**Routed metal per tile**

Scale: 2 px per µm. The die is cut into 30 by 30 equal tiles; dark purple is low, yellow is high, scaled to the fullest tile. Values are wire area over tile area, all layers added.
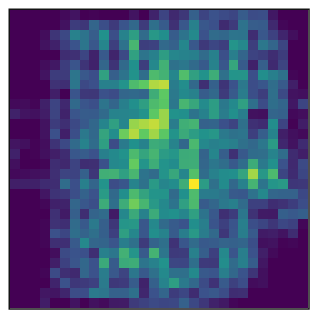
**Placed cells, one colour a class**

Scale: 3 px per µm.
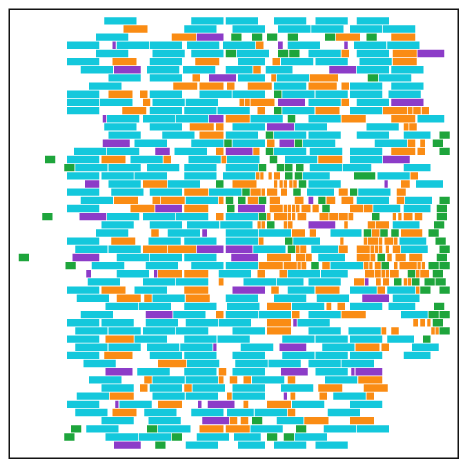
**The metal 3 layer**

Scale: 2 px per µm. Cells faint in the background.
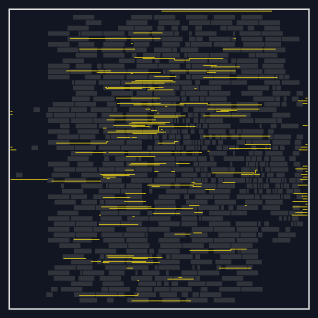
**Clock wiring as the flow saved it**

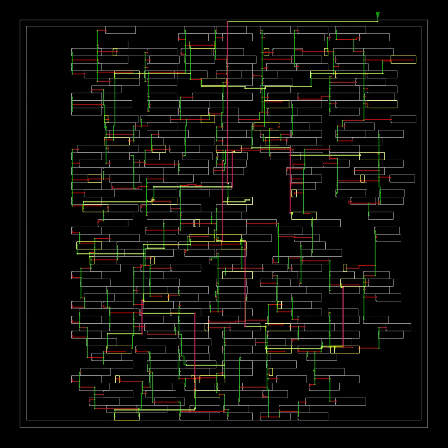
**Sizing map**

Scale: 2 px per µm.
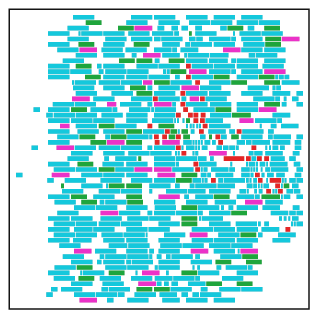
Design sync_fifo_fwft, sky130hd; sources not shown.
==> job_summary.md <==
### Metrics collected by this job

| Metric | Value |
|---|---|
| Most used flip-flop cell after synthesis | `edfxtp_1` |
| Total instance count after detailed placement | `about 900` |
| Data arrival time at the worst-slack endpoint | `between 2 and 2.5 ns` |
| Insertion delay at the late pin of the worst-skew pair | `0.52 ns` |
| Final critical path time including I/O delays and setup | `between 3 and 4 ns` |
| Crit-path max FO | `6` |
| Internal power | `around 8.2 mW` |
| Worst-case setup slack after placement | `-0.3049 ns` |
| Post-route antenna net violation count | `0` |
| Overall fraction of global-route tracks in use | `between 20% and 30%` |
| CTS tree | `built` |
| Worst stage delay on the critical path | `0.56 ns` |
| Worst hold path class | `reg -> reg` |
| Filler cells | `1396` |
| Pwr dens | `~890 nW/µm²` |
| Cells along the critical path | `xnor2_1 > nand3_1 > nor2_1 > clkdlybuf4s50_1` |
| Max reg flops | `256` |
| Largest cells by area | `edfxtp_1, mux4_2, dfrtp_1` |
| Type of origin of the critical path | `register` |
| Area of the chip | `around 22000 µm²` |
| Status | `completed` |
| Warning total across the stage logs | `29` |
| Power Total | `roughly 12 mW` |
| Pre-placement core utilization | `~55%` |
| Die X | `between 100 and 150 µm` |
| Total congestion overflow after global routing | `0` |
| # Post-CTS Setup Buffers | `0` |
| Port buffer count | `approximately 47` |
| Synthesized chip area reported by yosys | `11370 µm²` |
| Height of the die | `between 100 and 150 µm` |
| Slowest stage cell, crit path | `clkdlybuf4s50_1` |
| Power spent charging and discharging nets | `approximately 3.5 mW` |
| Maximum frequency from static timing analysis | `between 0.3 and 0.4 GHz` |
| Clock edge transition at the registers on the reported setup and hold paths | `around 0.06 ns` |
| Most numerous cell in the Yosys netlist | `edfxtp_1` |
| Net count after synthesis | `586` |
| Final instance count without filler cells | `937` |
| Share of synthesized registers carrying an async set or reset | `roughly an eighth` |
| Yosys stat cell total | `~560` |
| Number of antenna violations at the first check in global routing | `0` |
| Number of flops mapped to enable cells by yosys | `~260` |
| Yosys warns | `0` |
| Unrepaired setup endpoints after global routing | `false` |
| Final Max-Slew Violation Tally | `0` |
| Fraction of layout instances using a drive strength above 1 | `about 22%` |
| Resize count post-CTS | `0` |
| Detailed placement HPWL | `between 10000 and 15000 µm` |
| FF-to-FF setup slack | `0.30 ns` |
| Count of TritonRoute iterations in the first routing pass | `5` |
| Clock Power Share | `a little over a quarter` |
| Power drawn by the sequential cells | `just under 5 mW` |
| Sequential fraction of the synthesis area | `about 76%` |
| Vias in the first global route | `a little under 6k` |
| Cell accounting for the most synthesized area | `edfxtp_1` |
| Sum of negative setup slack | `0 ns` |
| Pin count of the biggest net entering global routing | `68` |
| Area share of the leading cell type in the synthesized netlist | `between 60% and 70%` |
| Per-cell via count in the routed design | `~6.0` |
| DRC errors left | `0` |
| Hold_buf cts | `0` |
| Violation count after the first detailed-routing iteration | `approximately 630` |
| CTS Buffer Depth | `3` |
| Finished Core Util | `between 60% and 70%` |
| Antenna diode instance count | `0` |
| Comb power frac | `between 30% and 40%` |
| Ratio of final minimum period to clock period | `95.46%` |
| P_leak | `around 4.5 nW` |
| Actual slew at the worst max-slew pin | `0.9279 ns` |
| Seq cells post-synth | `292` |
| Mean instance size in the synthesized netlist | `around 20 µm²` |
| Register share of total power | `42.2%` |
| Worst hold stages | `1` |
Back to the opening pictures, 'routed metal per tile':
mean over tiles: 0.17
nearly empty tiles: 17%
tiles over half the peak: 14%
fullest tile: 0.62
densest ninth of the die: centre
average wire per cell in the routed design: 24.66 µm
total vias in the final route: 5623

Back to the opening pictures, 'placed cells, one colour a class':
[cyan] flip-flops | cells: 292 | share of their area: 67%
[purple] clock drivers and dummy loads | cells: 49 | share of their area: 6.7%
[green] other buffers and delay cells | cells: 88 | share of their area: 6.2%
[orange] all other logic | cells: 233 | share of their area: 20%
number of rows created at floorplan: 53
CORE AREA: 20820 µm²

Back to the opening pictures, 'the metal 3 layer':
nets with wire on the layer: 87
wire length on this layer: 1770 µm
longest straight run: 55.0 µm
main direction: horizontal
grt met3 use: 2.905%
final routed wirelength across all metal layers: 23110 µm

Back to the opening pictures, 'clock wiring as the flow saved it':
power in the clock group: 3.03 mW
number of clock sinks seen by CTS: 292
clk_buf instances: 38
number of clock buffers inserted by TritonCTS: 27
clk_skew: 0.009654 ns

Back to the opening pictures, 'sizing map':
[magenta] drive 6 and up | cells: 34 | share: 5.1% | most used: clkbuf_16
[green] drive 2 | cells: 71 | share: 11% | most used: mux4_2
[red] drive 3 to 4 | cells: 42 | share: 6.3% | most used: buf_4
[cyan] drive 1 or less | cells: 515 | share: 78% | most used: edfxtp_1
least setup slack across all paths after layout: 0.1476 ns
post-route cell area: 13180 µm²
Syn-to-layout area delta: 15.92%
non-clock buffer instance count of the final layout: 88

cell usage in the layout (no fill, tap or decap), drive strengths merged, types with 2 or more instances in the layout:
| master | count |
|---|---|
| a211oi | 2 |
| a21o | 17 |
| a21oi | 19 |
| a22oi | 32 |
| buf | 41 |
| bufinv | 2 |
| clkbuf | 38 |
| clkdlybuf4s50 | 47 |
| clkinv | 9 |
| dfrtp | 35 |
| edfxtp | 256 |
| ha | 9 |
| inv | 14 |
| mux2i | 2 |
| mux4 | 64 |
| nand2 | 11 |
| nand2b | 3 |
| nand3 | 2 |
| nor2 | 21 |
| nor2b | 4 |
| nor3 | 4 |
| o21ai | 5 |
| xnor2 | 11 |
| xor2 | 5 |
per-layer routing:
layer | share of wire, % | GRT usage, %
met1 | 39 | 29.81
met2 | 51 | 36.11
met3 | 7.7 | 2.905
met4 | 1.8 | 6.143
met5 | 0 | 0
area by class of cell:
cell class	count	area, µm²	share of cell area [%]
Inverter	14	52.55	0.3986
Tap cell	275	344.1	2.610
Multi-Input combinational cell	219	2546	19.31
Clock inverter	11	98.84	0.7497
Sequential cell	292	8594	65.19
Timing Repair Buffer	88	790.8	5.998
Clock buffer	38	757.0	5.742
critical path: cells and delay by family (launching register included):
family,cells,cell delay [ns]
and+or+nand+nor,2,0.40
buffers and inverters,1,0.56
xor gates and xnor gates,1,0.20
DFF,1,0.44
logic make-up after synthesis:
| logic type | count (synthesis) | synth area share (%) |
|---|---|---|
| AOI/OAI and AO/OA | 78 | 4.752 |
| xor gates and xnor gates | 16 | 1.232 |
| adders and majority gates | 10 | 1.166 |
| buffers and inverters | 44 | 2.310 |
| DFF | 292 | 75.52 |
| muxes | 67 | 13.15 |
| and+or+nand+nor | 48 | 1.870 |
Power is estimated from default activity; no workload was simulated.
